Fig. 1: supply network
The bar under the picture is 50 um long. Pins as bars on the die edge.
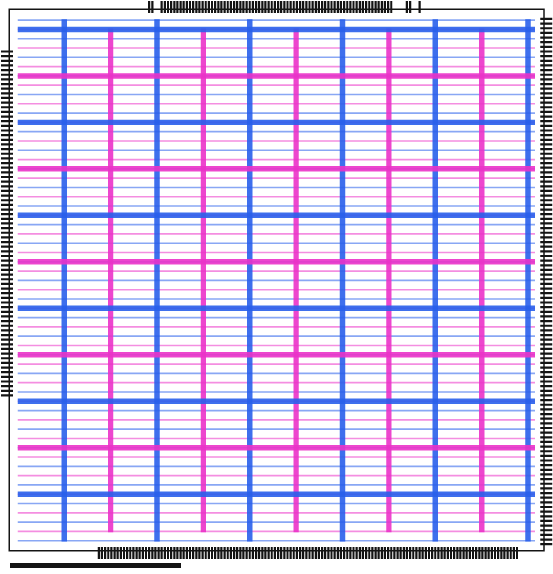
Fig. 2: placement by cell class
The bar under the picture is 50 um long.
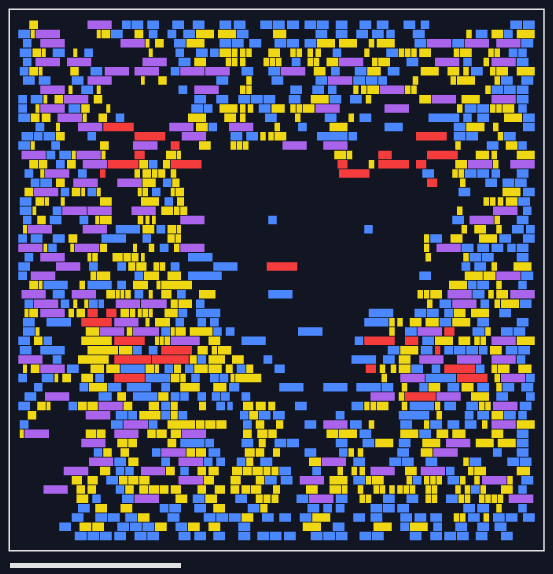
==> config.mk <==
export PLATFORM = sky130hd
export DESIGN_NAME = float_adder_arbiter
export DESIGN_NICKNAME = d
export VERILOG_FILES = /design/src/rtl/float_adder_arbiter.sv
export SDC_FILE = /design/constraint.sdc
export NUM_CORES = 1
export LEC_CHECK = 0
export CAP_MARGIN = 15
export CORE_AREA = 2 2 154 156
export CTS_CLUSTER_DIAMETER = 80
export DETAILED_ROUTE_END_ITERATION = 12
export DIE_AREA = 0 0 156 158
export PLACE_DENSITY_LB_ADDON = 0.25
export SLEW_MARGIN = 10
export SYNTH_ARGS = -nofsm -noshare
export SYNTH_HDL_FRONTEND = slang
export SYNTH_SLANG_ARGS = --single-unit
==> constraint.sdc <==
create_clock -name clk -period 2.1 [get_ports clk]
set_input_delay 0.42 -clock clk [delete_from_list [all_inputs] [get_ports clk]]
set_output_delay 0.42 -clock clk [all_outputs]
set_load 0.1 [all_outputs]
==> src/rtl/float_adder_arbiter.sv <==
// Round-robin arbiter sharing one float adder among NREQ requesters.
// Three-state controller (IDLE/WAIT/DRAIN) with a watchdog on every adder wait.
module float_adder_arbiter #(
   parameter int unsigned DWIDTH  = 32,
   parameter int unsigned NREQ    = 4,
   parameter int unsigned IDW     = $clog2(NREQ),
   parameter int unsigned TIMEOUT = 64
) (
   input  logic                     clk,
   input  logic                     rst,
   input  logic [NREQ-1:0]          req_valid,
   input  logic [NREQ*DWIDTH-1:0]   req_a,
   input  logic [NREQ*DWIDTH-1:0]   req_b,
   output logic [NREQ-1:0]          req_ready,
   output logic                     resp_valid,
   output logic [IDW-1:0]           resp_id,
   output logic [DWIDTH-1:0]        resp_sum,
   output logic                     resp_err,
   output logic [DWIDTH-1:0]        add_a,
   output logic [DWIDTH-1:0]        add_b,
   output logic                     add_ip_ready,
   input  logic [DWIDTH-1:0]        add_sum,
   input  logic                     add_valid,
   output logic                     busy,
   output logic                     timeout_err
);

   localparam int unsigned CW = $clog2(TIMEOUT);

   typedef enum logic [1:0] {ST_IDLE, ST_WAIT, ST_DRAIN} state_t;

   state_t            state, state_nxt;
   logic [IDW-1:0]    ptr;
   logic [IDW-1:0]    id_q;
   logic [IDW-1:0]    grant;
   logic [IDW-1:0]    scan_idx;
   logic              grant_found;
   logic              accept;
   logic [CW-1:0]     wd_cnt;
   logic              wd_hit;
   logic [DWIDTH-1:0] a_arr [NREQ];
   logic [DWIDTH-1:0] b_arr [NREQ];

   always_comb begin
      for (int unsigned k = 0; k < NREQ; k++) begin
         a_arr[k] = req_a[k*DWIDTH +: DWIDTH];
         b_arr[k] = req_b[k*DWIDTH +: DWIDTH];
      end
   end

   // Scan from ptr upward; IDW-bit addition wraps modulo NREQ.
   always_comb begin
      grant       = '0;
      grant_found = 1'b0;
      scan_idx    = '0;
      for (int unsigned k = 0; k < NREQ; k++) begin
         scan_idx = ptr + IDW'(k);
         if (!grant_found && req_valid[scan_idx]) begin
            grant       = scan_idx;
            grant_found = 1'b1;
         end
      end
   end

   assign accept = (state == ST_IDLE) && grant_found;
   assign wd_hit = (wd_cnt == CW'(TIMEOUT - 1));
   assign busy   = (state != ST_IDLE);

   always_comb begin
      req_ready = '0;
      if (accept) req_ready[grant] = 1'b1;
   end

   always_comb begin
      state_nxt = state;
      case (state)
         ST_IDLE:  if (accept)                state_nxt = ST_WAIT;
         ST_WAIT:  if (add_valid || wd_hit)   state_nxt = ST_DRAIN;
         ST_DRAIN: if (!add_valid || wd_hit)  state_nxt = ST_IDLE;
         default:                             state_nxt = ST_IDLE;
      endcase
   end

   always_ff @(posedge clk) begin
      if (rst) begin
         state        <= ST_IDLE;
         ptr          <= '0;
         id_q         <= '0;
         wd_cnt       <= '0;
         add_a        <= '0;
         add_b        <= '0;
         add_ip_ready <= 1'b0;
         resp_valid   <= 1'b0;
         resp_id      <= '0;
         resp_sum     <= '0;
         resp_err     <= 1'b0;
         timeout_err  <= 1'b0;
      end else begin
         state      <= state_nxt;
         resp_valid <= 1'b0;
         case (state)
            ST_IDLE: begin
               if (accept) begin
                  add_a        <= a_arr[grant];
                  add_b        <= b_arr[grant];
                  id_q         <= grant;
                  ptr          <= grant + IDW'(1);
                  wd_cnt       <= '0;
                  add_ip_ready <= 1'b1;
               end
            end
            ST_WAIT: begin
               if (add_valid) begin
                  resp_valid   <= 1'b1;
                  resp_sum     <= add_sum;
                  resp_id      <= id_q;
                  resp_err     <= 1'b0;
                  add_ip_ready <= 1'b0;
                  wd_cnt       <= '0;
               end else if (wd_hit) begin
                  resp_valid   <= 1'b1;
                  resp_sum     <= '0;
                  resp_id      <= id_q;
                  resp_err     <= 1'b1;
                  timeout_err  <= 1'b1;
                  add_ip_ready <= 1'b0;
                  wd_cnt       <= '0;
               end else begin
                  wd_cnt <= wd_cnt + CW'(1);
               end
            end
            ST_DRAIN: begin
               // A stuck-high valid is abandoned silently; only the sticky flag records it.
               if (add_valid) begin
                  if (wd_hit) timeout_err <= 1'b1;
                  else        wd_cnt      <= wd_cnt + CW'(1);
               end
            end
            default: ;
         endcase
      end
   end

endmodule

==> run_results.csv <==
group,metric,value,unit
layout,final_cell_mix,"289 x clkdlybuf4s50_1, 156 x buf_4, 111 x dfxtp_1",
layout,final-seq-area,2288,um^2
power,p_seq,2.93,mW
timing,maxSlewViolCount,0,
power,p_per_area,1202,nW/um^2
worst_setup_path,worstPathArrival,1.93,ns
outcome,violations,"negative setup slack",
timing,rsz0062_at_grt,"yes",
synthesis,syn-num-nets,1008,
grt,use_met3,6.488,%
timing,fin_crit,2.352,ns
power,p_int,7.309,mW
routing,met3WireLength,2.344,mm
power,power.share.sequential,20.4,%
synthesis,ys_sh_aoi,29.16,%
hold_path,hp-start,"timeout_err",
cts,clkTransAtPathRegs,0.06,ns
timing,setup_violations,4,
die,dieArea,24650,um^2
synthesis,ys.flop_type,"dfxtp_1",
timing,slew-limit-headroom,41.49,%
die,die_h,158,um
routing,drt_iter0_markers,524,
worst_setup_path,critPathLaunchType,"flop",
routing,ant_nets,0,
grt,grt_pass1_wl,42.19,mm
worst_setup_path,crit_slowest_cell,"dfxtp_4",
timing,layout_setup_ws,-0.2522,ns
layout,nFillCells,2128,
synthesis,postSynthSeqShare,36.46,%
layout,sh_comb_area,32.77,%
synthesis,synth.distinct_cells,51,
timing,finalHoldViolations,0,
layout,syn2layout_area_growth,90.85,%
outcome,status,"finished with violations",
power,power_frac_clock,20.9,%
worst_setup_path,crit_required,1.68,ns
synthesis,synth.top_cells.by_count,"114 x dfxtp_1, 63 x a21oi_1, 54 x clkbuf_1, 54 x o21ai_0, 53 x nand3_1",
power,pwr-share-comb,58.7,%
power,power_leader,"combinational cells",
cts,cts_tree,"done",
Back to the opening pictures, Fig. 1:
[blue] VSS
[magenta] VDD
met5 straps: 11
met4 straps: 11
signal pins: 402
rows: 56
met1 rails: 57

Back to the opening pictures, Fig. 2:
[purple] registers | cells: 114
[red] clock drivers and dummy loads | cells: 32
[blue] remaining buffers and delay cells | cells: 481
[yellow] remaining logic cells | cells: 514

Power is estimated from default activity; no workload was simulated.
